`config.mk`:
```
export PLATFORM = sky130hd
export DESIGN_NAME = hr_local_inject
export DESIGN_NICKNAME = d
export VERILOG_FILES = /design/src/rtl/hr_pkg.sv /design/src/rtl/hr_flit_fifo.sv /design/src/rtl/hr_local_inject.sv
export SDC_FILE = /design/constraint.sdc
export NUM_CORES = 1
export LEC_CHECK = 0
export CAP_MARGIN = 15
export CORE_MARGIN = 2
export CORE_UTILIZATION = 25
export CTS_CLUSTER_DIAMETER = 200
export DETAILED_ROUTE_END_ITERATION = 6
export PLACE_DENSITY = 0.42
export SLEW_MARGIN = 20
export SYNTH_ARGS = -nofsm -noshare
export SYNTH_HDL_FRONTEND = slang
export SYNTH_SLANG_ARGS = --single-unit
```
`constraint.sdc`:
```
create_clock -name clk -period 6.11 [get_ports clk]
set_input_delay 1.222 -clock clk [delete_from_list [all_inputs] [get_ports clk]]
set_output_delay 1.222 -clock clk [all_outputs]
set_load 0.005 [all_outputs]
```
`src/rtl/hr_pkg.sv`:
```
// Shared flit types and helpers for the ring local-injection path.
// No logic and no latency; the valid-flit test is combinational.
package hr_pkg;

    localparam int FLIT_W = 144;

    typedef logic [FLIT_W-1:0] flit_t;

    localparam flit_t FLIT_NONE = '0;

    // Occupancy classes of an injection queue.
    typedef enum logic [1:0] {
        OCC_EMPTY,
        OCC_PARTIAL,
        OCC_FULL
    } occ_t;

    // An all-zero flit means "no flit" on every local-port bus.
    function automatic logic flit_is_valid(input flit_t f);
        return f != FLIT_NONE;
    endfunction

endpackage

```
`src/rtl/hr_flit_fifo.sv`:
```
// DEPTH x FLIT_W circular flit store: head is read combinationally, so a write is visible the cycle after its edge.
// No internal backpressure; the caller qualifies wr_en against full and rd_en against empty.
module hr_flit_fifo
    import hr_pkg::*;
#(
    parameter int DEPTH = 4
) (
    input  logic                   clk,
    input  logic                   rst,
    input  logic                   wr_en,
    input  flit_t                  wr_dat,
    input  logic                   rd_en,
    output flit_t                  head,
    output logic [$clog2(DEPTH):0] count
);

    localparam int AW = $clog2(DEPTH);
    localparam int CW = AW + 1;

    flit_t             mem [DEPTH];
    logic [AW-1:0]     wr_ptr;
    logic [AW-1:0]     rd_ptr;
    logic [CW-1:0]     occ;

    // Storage carries no reset; an empty queue never exposes its contents.
    always_ff @(posedge clk) begin
        if (wr_en) begin
            mem[wr_ptr] <= wr_dat;
        end
    end

    // DEPTH is a power of two, so pointer overflow is the modulo wrap.
    always_ff @(posedge clk) begin
        if (rst) begin
            wr_ptr <= '0;
            rd_ptr <= '0;
            occ    <= '0;
        end else begin
            if (wr_en) begin
                wr_ptr <= wr_ptr + 1'b1;
            end
            if (rd_en) begin
                rd_ptr <= rd_ptr + 1'b1;
            end
            case ({wr_en, rd_en})
                2'b10:   occ <= occ + 1'b1;
                2'b01:   occ <= occ - 1'b1;
                default: occ <= occ;
            endcase
        end
    end

    assign head  = mem[rd_ptr];
    assign count = occ;

endmodule

```
`src/rtl/hr_local_inject.sv`:
```
// Injection queue ahead of a ring node local port; a flit enqueued at edge N is presented from edge N, popped on ack_i.
// enq_ready_o drops at DEPTH with no same-cycle dequeue bypass; starve_o flags STARVE_LIM un-acked head cycles.
module hr_local_inject
    import hr_pkg::*;
#(
    parameter int DEPTH      = 4,
    parameter int STARVE_LIM = 16
) (
    input  logic                   clk,
    input  logic                   rst,
    input  logic [FLIT_W-1:0]      enq_flit_i,
    input  logic                   enq_valid_i,
    output logic                   enq_ready_o,
    output logic [FLIT_W-1:0]      port_local_o,
    input  logic                   ack_i,
    output logic [$clog2(DEPTH):0] count_o,
    output logic                   starve_o
);

    localparam int CW = $clog2(DEPTH) + 1;
    localparam int SW = $clog2(STARVE_LIM + 1);

    localparam logic [CW-1:0] DEPTH_C = CW'(DEPTH);
    localparam logic [SW-1:0] LIM_C   = SW'(STARVE_LIM);

    flit_t         head;
    logic [CW-1:0] count;
    logic [SW-1:0] starve_cnt;
    occ_t          occ;
    logic          wr_en;
    logic          rd_en;

    always_comb begin
        occ = OCC_PARTIAL;
        if (count == '0) begin
            occ = OCC_EMPTY;
        end else if (count == DEPTH_C) begin
            occ = OCC_FULL;
        end
    end

    // Zero flits are dropped here so they never consume a slot.
    assign enq_ready_o = (occ != OCC_FULL);
    assign wr_en       = enq_valid_i & enq_ready_o & flit_is_valid(enq_flit_i);
    assign rd_en       = ack_i & (occ != OCC_EMPTY);

    hr_flit_fifo #(
        .DEPTH (DEPTH)
    ) u_fifo (
        .clk    (clk),
        .rst    (rst),
        .wr_en  (wr_en),
        .wr_dat (enq_flit_i),
        .rd_en  (rd_en),
        .head   (head),
        .count  (count)
    );

    // Counts consecutive cycles a presented head went un-acked.
    always_ff @(posedge clk) begin
        if (rst) begin
            starve_cnt <= '0;
        end else if (rd_en || (occ == OCC_EMPTY)) begin
            starve_cnt <= '0;
        end else if (starve_cnt != LIM_C) begin
            starve_cnt <= starve_cnt + 1'b1;
        end
    end

    assign starve_o     = (starve_cnt == LIM_C);
    assign port_local_o = (occ == OCC_EMPTY) ? FLIT_NONE : head;
    assign count_o      = count;

endmodule

```
==> images/placement.png <==
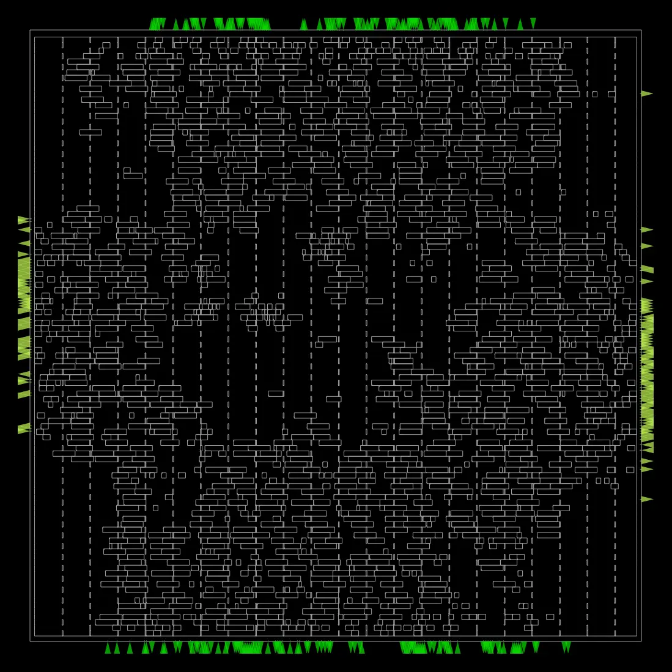
Rows: 110
CORE AREA: 0.0900 mm²
count of non-filler cells in the finished layout: 2,599
post-layout util: 32.4%
FF+latch count: 590

==> images/metal_density.png <==
Drawn at 1 px/µm. 31 x 31 tiles, from dark purple (low) to yellow (high), scaled to the fullest tile. Values are wire area over tile area, all layers added.
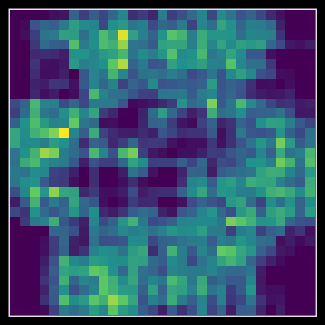
The emptiest ninth of the die: middle. The fullest tile reaches 0.32. The mean over all tiles is 0.10.

==> images/wires.png <==
Drawn at 1 px/µm. Two of the layers only.
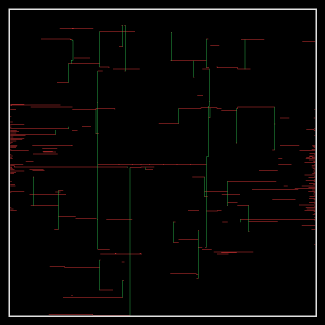
Green is metal 4, wire length 1,150 µm. Red is metal 3, wire length 2,560 µm.
DR WL/cell: 23.2 µm
DR vias: 11,420
routed wire length: 60,400 µm
Total GRT Usage: 12.9%

[registers in the layout, summed over array words and instances (netlist names), named ones only]
register       count
u_fifo.count       3
starve_cnt         5
u_fifo.mem       576
u_fifo.rd_ptr      2
u_fifo.wr_ptr      2
[routing by layer]
| metal | GRT usage, % | part of all wire, % | wire length (µm) | vias to the layer above |
|---|---|---|---|---|
| met3 | 2.48 | 4.2 | 2560 | 80 |
| met2 | 21.5 | 50 | 30200 | 261 |
| met4 | 4.09 | 1.9 | 1150 | 8 |
| met5 | 0 | 0.10 | 61 | - |
| met1 | 16.9 | 44 | 26400 | 6110 |
| li1 | - | - | - | 4961 |
==> impl_metrics.env <==
# physical design summary
export IMPL_status="completed"
export IMPL_place_congestion=0.676
export IMPL_crit_required_ps=6200
export IMPL_synthMuxAreaShare_pct=14.3
export IMPL_postRouteAntennaNets=0
export IMPL_syn_nets=1197
export IMPL_slowest_stage="nor4_1"
export IMPL_sh_comb_area_pct=16.8
export IMPL_synth_edff_count=576
export IMPL_placedCellCount=2482
export IMPL_setup_viol=0
export IMPL_nNonClkBuffers=315
export IMPL_timing_fmax_mhz=206
export IMPL_crit_chain="clkdlybuf4s50_1 > nor4_1 > buf_4 > nand4_1 > nor4_4 > a31oi_1 > and2_4 > buf_12"
export IMPL_post_cts_buffers=0
export IMPL_viasPerCell=4.39
export IMPL_grt_max_degree=112
export IMPL_detailedPlace_worstSlack_ps=679
export IMPL_simple_gate_share_pct=6.13
export IMPL_io_buffers=296
export IMPL_path_depth=8
export IMPL_synthTopCellsByArea="edfxtp_1 76%, mux4_2 14%, nor2b_1 4.0%"
export IMPL_cp_arrival_ps=4950
export IMPL_path_class="in2reg"
export IMPL_critPathLaunchType="primary input"
export IMPL_path_buffers=3
export IMPL_ctsHtreeMaxLevel=3
export IMPL_aoi_share_pct=0.286
export IMPL_logic_gates=392
export IMPL_crit_family="simple AND/OR/NAND/NOR gates"
export IMPL_switchingPower_uw=3650
export IMPL_drcViolationCount=0
export IMPL_reg2reg_depth=5
export IMPL_seq_power_uw=5430
export IMPL_postSynth_asyncResetShare_pct=0
export IMPL_drt_first_pass_iters=5
export IMPL_synthFlopType="edfxtp_1"
export IMPL_regArea_mm2=0.0176
export IMPL_cpPeakStageDelay_ps=740
export IMPL_most_common_cell="edfxtp_1"
export IMPL_rr_endpoint="u_fifo.mem[0][4]"
